**Signal wires on met1**

The bar under the picture is 50 µm long.
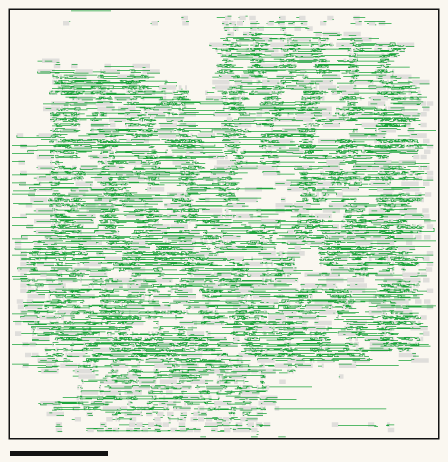
**M2 wires**

The bar under the picture is 50 µm long.
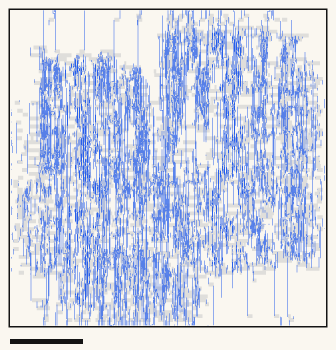
**Metal 3**

The bar under the picture is 50 µm long.
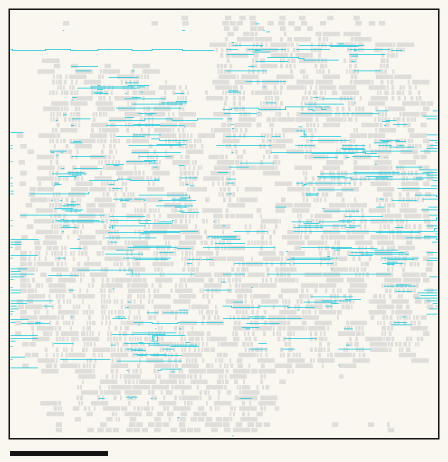
**Signal wires on met4**

The bar under the picture is 50 µm long.
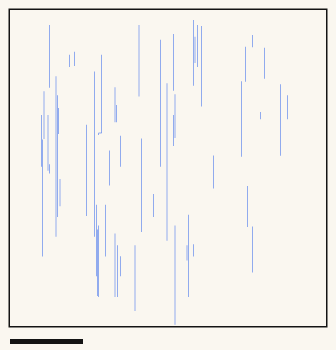
**src/rtl/cpu_fetch_unit.sv**
```systemverilog
// cpu_fetch_unit: instruction-fetch front end.
// A two-state sequencer (IDLE/WAIT) issues one memory read at a time and
// pushes {pc, instruction} pairs into a small prefetch FIFO. The FIFO head
// drives the decode stage through a valid/ready handshake. Redirects and
// flushes empty the FIFO; a response already in flight when one of them
// arrives is dropped when it finally returns.

module cpu_fetch_unit #(
    parameter int                ADDR_W   = 32,
    parameter int                DATA_W   = 32,
    parameter int                DEPTH    = 4,
    parameter logic [ADDR_W-1:0] RESET_PC = '0,
    parameter int                PC_STEP  = 1
) (
    input  logic                   clk,
    input  logic                   rst,
    input  logic [15:0]            ctrl,
    output logic                   mem_req,
    output logic [ADDR_W-1:0]      mem_addr,
    input  logic                   mem_ack,
    input  logic [DATA_W-1:0]      mem_rdata,
    input  logic                   redirect_valid,
    input  logic [ADDR_W-1:0]      redirect_pc,
    output logic                   instr_valid,
    input  logic                   instr_ready,
    output logic [DATA_W-1:0]      instr_data,
    output logic [ADDR_W-1:0]      instr_pc,
    output logic                   halted,
    output logic [$clog2(DEPTH):0] fifo_count
);

    localparam int PTR_W = $clog2(DEPTH);
    localparam int CNT_W = PTR_W + 1;

    typedef enum logic [0:0] {
        ST_IDLE = 1'b0,
        ST_WAIT = 1'b1
    } state_t;

    // Next sequential fetch address, wrapping modulo 2^ADDR_W.
    function automatic logic [ADDR_W-1:0] pc_advance(input logic [ADDR_W-1:0] pc);
        return pc + ADDR_W'(PC_STEP);
    endfunction

    // Sequencer state
    state_t              r_state;
    logic                r_mem_req;
    logic [ADDR_W-1:0]   r_mem_addr;
    logic [ADDR_W-1:0]   r_fetch_pc;
    logic                r_drop;
    logic                r_step_prev;
    logic                r_step_pending;

    // Prefetch FIFO storage
    logic [DATA_W-1:0]   r_fifo_data [DEPTH];
    logic [ADDR_W-1:0]   r_fifo_pc   [DEPTH];
    logic [PTR_W-1:0]    r_wr_ptr;
    logic [PTR_W-1:0]    r_rd_ptr;
    logic [CNT_W-1:0]    r_count;

    // Decoded controls and next-state values
    logic                w_run;
    logic                w_step;
    logic                w_flush;
    logic                w_kill;
    logic                w_step_rise;
    logic                w_pop;
    logic                w_has_space;
    logic                w_can_issue;
    logic                w_issue;
    logic                w_xfer;
    logic                w_push;
    state_t              w_state_nxt;
    logic                w_mem_req_nxt;
    logic [ADDR_W-1:0]   w_mem_addr_nxt;
    logic [ADDR_W-1:0]   w_fetch_pc_nxt;
    logic                w_drop_nxt;
    logic                w_step_pending_nxt;
    logic [CNT_W-1:0]    w_count_nxt;
    logic [PTR_W-1:0]    w_wr_ptr_nxt;
    logic [PTR_W-1:0]    w_rd_ptr_nxt;
    logic                w_unused_ctrl;

    assign w_run         = ctrl[0];
    assign w_step        = ctrl[1];
    assign w_flush       = ctrl[2];
    assign w_unused_ctrl = ^ctrl[15:3];

    // Anything that restarts the stream kills the FIFO contents and any
    // response arriving this cycle.
    assign w_kill      = redirect_valid | w_flush;
    assign w_step_rise = w_step & ~r_step_prev;
    assign w_pop       = instr_valid & instr_ready;
    assign w_has_space = (r_count < CNT_W'(DEPTH));
    assign w_can_issue = (w_run | r_step_pending) & w_has_space & ~w_kill;

    // Sequencer next-state and request outputs.
    always_comb begin
        w_state_nxt    = r_state;
        w_mem_req_nxt  = r_mem_req;
        w_mem_addr_nxt = r_mem_addr;
        w_issue        = 1'b0;
        w_xfer         = 1'b0;
        case (r_state)
            ST_IDLE: begin
                if (w_can_issue) begin
                    w_issue        = 1'b1;
                    w_state_nxt    = ST_WAIT;
                    w_mem_req_nxt  = 1'b1;
                    w_mem_addr_nxt = r_fetch_pc;
                end else begin
                    w_state_nxt    = ST_IDLE;
                    w_mem_req_nxt  = 1'b0;
                end
            end
            ST_WAIT: begin
                if (mem_ack) begin
                    // Transfer edge; the return to IDLE forces one bubble.
                    w_xfer        = 1'b1;
                    w_state_nxt   = ST_IDLE;
                    w_mem_req_nxt = 1'b0;
                end else begin
                    w_state_nxt   = ST_WAIT;
                    w_mem_req_nxt = 1'b1;
                end
            end
            default: begin
                w_state_nxt   = ST_IDLE;
                w_mem_req_nxt = 1'b0;
            end
        endcase
    end

    // Fetch PC, drop flag and step bookkeeping.
    always_comb begin
        w_push             = w_xfer & ~r_drop & ~w_kill;
        w_fetch_pc_nxt     = r_fetch_pc;
        w_drop_nxt         = r_drop;
        w_step_pending_nxt = r_step_pending;

        if (redirect_valid) begin
            w_fetch_pc_nxt = redirect_pc;
        end else if (w_push) begin
            w_fetch_pc_nxt = pc_advance(r_fetch_pc);
        end else begin
            w_fetch_pc_nxt = r_fetch_pc;
        end

        // A kill while the request is still open poisons its response;
        // a kill on the ack edge itself just discards that word.
        if (w_kill && (r_state == ST_WAIT) && !mem_ack) begin
            w_drop_nxt = 1'b1;
        end else if (w_xfer) begin
            w_drop_nxt = 1'b0;
        end else begin
            w_drop_nxt = r_drop;
        end

        // Issue consumes a pending step; an edge arriving while a step is
        // already pending is not counted.
        if (w_issue) begin
            w_step_pending_nxt = w_step_rise & ~r_step_pending;
        end else begin
            w_step_pending_nxt = r_step_pending | w_step_rise;
        end
    end

    // FIFO occupancy and pointer update; a kill overrides push and pop.
    always_comb begin
        w_count_nxt  = r_count;
        w_wr_ptr_nxt = r_wr_ptr;
        w_rd_ptr_nxt = r_rd_ptr;
        if (w_kill) begin
            w_count_nxt  = '0;
            w_wr_ptr_nxt = '0;
            w_rd_ptr_nxt = '0;
        end else begin
            case ({w_push, w_pop})
                2'b10:   w_count_nxt = r_count + CNT_W'(1);
                2'b01:   w_count_nxt = r_count - CNT_W'(1);
                default: w_count_nxt = r_count;
            endcase
            if (w_push) begin
                w_wr_ptr_nxt = r_wr_ptr + PTR_W'(1);
            end else begin
                w_wr_ptr_nxt = r_wr_ptr;
            end
            if (w_pop) begin
                w_rd_ptr_nxt = r_rd_ptr + PTR_W'(1);
            end else begin
                w_rd_ptr_nxt = r_rd_ptr;
            end
        end
    end

    // Sequencer state register.
    always_ff @(posedge clk or posedge rst) begin
        if (rst) begin
            r_state <= ST_IDLE;
        end else begin
            r_state <= w_state_nxt;
        end
    end

    // Registered request, fetch PC, drop flag and step tracking.
    always_ff @(posedge clk or posedge rst) begin
        if (rst) begin
            r_mem_req      <= 1'b0;
            r_mem_addr     <= RESET_PC;
            r_fetch_pc     <= RESET_PC;
            r_drop         <= 1'b0;
            r_step_prev    <= 1'b0;
            r_step_pending <= 1'b0;
        end else begin
            r_mem_req      <= w_mem_req_nxt;
            r_mem_addr     <= w_mem_addr_nxt;
            r_fetch_pc     <= w_fetch_pc_nxt;
            r_drop         <= w_drop_nxt;
            r_step_prev    <= w_step;
            r_step_pending <= w_step_pending_nxt;
        end
    end

    // FIFO pointers and occupancy.
    always_ff @(posedge clk or posedge rst) begin
        if (rst) begin
            r_wr_ptr <= '0;
            r_rd_ptr <= '0;
            r_count  <= '0;
        end else begin
            r_wr_ptr <= w_wr_ptr_nxt;
            r_rd_ptr <= w_rd_ptr_nxt;
            r_count  <= w_count_nxt;
        end
    end

    // FIFO storage; cleared on reset so the head reads zero when empty.
    always_ff @(posedge clk or posedge rst) begin
        if (rst) begin
            for (int i = 0; i < DEPTH; i++) begin
                r_fifo_data[i] <= '0;
                r_fifo_pc[i]   <= '0;
            end
        end else begin
            if (w_push) begin
                r_fifo_data[r_wr_ptr] <= mem_rdata;
                r_fifo_pc[r_wr_ptr]   <= r_fetch_pc;
            end else begin
                r_fifo_data[r_wr_ptr] <= r_fifo_data[r_wr_ptr];
                r_fifo_pc[r_wr_ptr]   <= r_fifo_pc[r_wr_ptr];
            end
        end
    end

    assign mem_req     = r_mem_req;
    assign mem_addr    = r_mem_addr;
    assign instr_valid = (r_count != '0);
    assign instr_data  = r_fifo_data[r_rd_ptr];
    assign instr_pc    = r_fifo_pc[r_rd_ptr];
    assign fifo_count  = r_count;
    assign halted      = ~w_run & ~r_mem_req & ~r_step_pending;

endmodule

```
**config.mk**
```make
export PLATFORM = sky130hd
export DESIGN_NAME = cpu_fetch_unit
export DESIGN_NICKNAME = d
export VERILOG_FILES = /design/src/rtl/cpu_fetch_unit.sv
export SDC_FILE = /design/constraint.sdc
export NUM_CORES = 1
export LEC_CHECK = 0
export ABC_AREA = 1
export CAP_MARGIN = 0
export CORE_MARGIN = 2
export CORE_UTILIZATION = 40
export DETAILED_ROUTE_END_ITERATION = 10
export PLACE_DENSITY = 0.63
export RECOVER_POWER = 50
export SYNTH_ARGS = -nofsm -noshare
export SYNTH_HDL_FRONTEND = slang
export SYNTH_SLANG_ARGS = --single-unit
```
**constraint.sdc**
```tcl
create_clock -name clk -period 13.1 [get_ports clk]
set_input_delay 1.965 -clock clk [delete_from_list [all_inputs] [get_ports clk]]
set_output_delay 1.965 -clock clk [all_outputs]
set_load 0.01 [all_outputs]
```
==> impl_metrics.env <==
# flow metrics
export IMPL_dieArea_mm2=0.0473
export IMPL_critPathCapture="r_fetch_pc[11]$_DFFE_PP0P_"
export IMPL_n_antenna_cell=0
export IMPL_relSlewSlack=-2.16
export IMPL_arrival_ps=8340
export IMPL_cts_root_buf="clkbuf_16"
export IMPL_cts_tree="yes"
export IMPL_placed_area_mm2=0.0202
export IMPL_crit_start="redirect_valid"
export IMPL_ys_warn_count=0
export IMPL_dp_worst_setup_slack_ps=7840
export IMPL_area_leaders="dfrtp_1 (45%), nand2_1 (15%), nand3_1 (9.4%)"
export IMPL_dr_first_iter_drc_count=1734
export IMPL_report_final_slew_viol_count=319
export IMPL_clk_pin_slew_worst_paths_ps=60
export IMPL_insertion_delay_ps=570
export IMPL_rows=78
export IMPL_first_pass_iters=7
export IMPL_grt_pass1_wl_um=92100
export IMPL_postCtsResizedCells=0
export IMPL_ant_nets=0
export IMPL_worstRegToRegCells=7
export IMPL_skew_ps=21.4
export IMPL_violations="capacitance limit, slew limit"
export IMPL_cts_htree_levels=2
export IMPL_grt_pass1_vias=17400
export IMPL_hold_start="r_step_prev$_DFF_PP0_"
export IMPL_fmax_mhz=127
export IMPL_status="finished with violations"
export IMPL_hold_viol_final=0
export IMPL_die_y_um=218
export IMPL_drive_gt1_frac=0.0502
export IMPL_synth_edff_count=0
export IMPL_ys_seq_frac=0.454
export IMPL_drv_cap=5
export IMPL_core_mm2=0.0452
export IMPL_finalPower_uw=3740
export IMPL_r2r_start="mem_req$_DFF_PP0_"
About 'signal wires on met1':
nets with wire on the layer	2,385
main direction	horizontal

About 'M2 wires':
wire length on this layer	26.8 mm
longest straight run	95.9 µm
nets with wire on the layer	2,083
main direction	vertical
share of all routed wire	46%

About 'metal 3':
nets with wire on the layer	232
longest straight run	71.5 µm
share of all routed wire	7.8%
wire length on this layer	4,510 µm

About 'signal wires on met4':
share of all routed wire	3.6%
longest straight run	114 µm

sequential cells by signal, indices dropped and copies added, names as in the netlist, 2 cells and up:
name / cells
r_wr_ptr: 2
r_fifo_pc: 128
r_rd_ptr: 2
fifo_count: 3
mem_addr: 32
r_fetch_pc: 32
r_fifo_data: 128
critical path: stages:
cell and delay (ps):
dlygate4sd3_1 520, clkbuf_1 1110, nor2_1 460, nand2_1 2090
nand2_1 1270, inv_1 590, a21oi_1 80, o21ai_1 210
cell type report:
type                    count  area (µm²)  share of cell area
multi-input cells        1828        8590               0.401
well taps                 600         751              0.0350
repair buffers            193        1890              0.0880
clock inverters            11         120             0.00560
clock buffers              62        1160              0.0543
flip-flops and latches    331        8290               0.387
inverters                 166         629              0.0294
through the flow:
stage          hold slack (ps)  instances  utilization
4_1_cts                    435       3191        0.476
3_5_place_dp               427       3118        0.447
5_1_grt                    447       3191        0.474
3_3_place_gp               406       3118        0.447
2_1_floorplan              399       2494            -
6_report                   427       3191        0.474
routing by layer:
| metal | track usage | vias up | share of wire |
|---|---|---|---|
| met5 | 0 | - | 0 |
| met1 | 0.320 | 8526 | 0.42 |
| met2 | 0.396 | 762 | 0.46 |
| met3 | 0.0441 | 128 | 0.078 |
| met4 | 0.108 | 0 | 0.036 |
| li1 | - | 8406 | - |
report_power, final:
part | internal, µW | switching (µW) | total (µW)
registers | 1300 | 182 | 1490
logic | 513 | 636 | 1150
clock network | 652 | 450 | 1100
cell families after synthesis:
family / count (synthesis) / share of synthesized area
DFF: 331 / 0.454
buffers and inverters: 335 / 0.0748
adders and majority gates: 6 / 0.00453
and+or+nand+nor: 1285 / 0.300
xor gates and xnor gates: 6 / 0.00288
AOI/OAI and AO/OA: 531 / 0.163
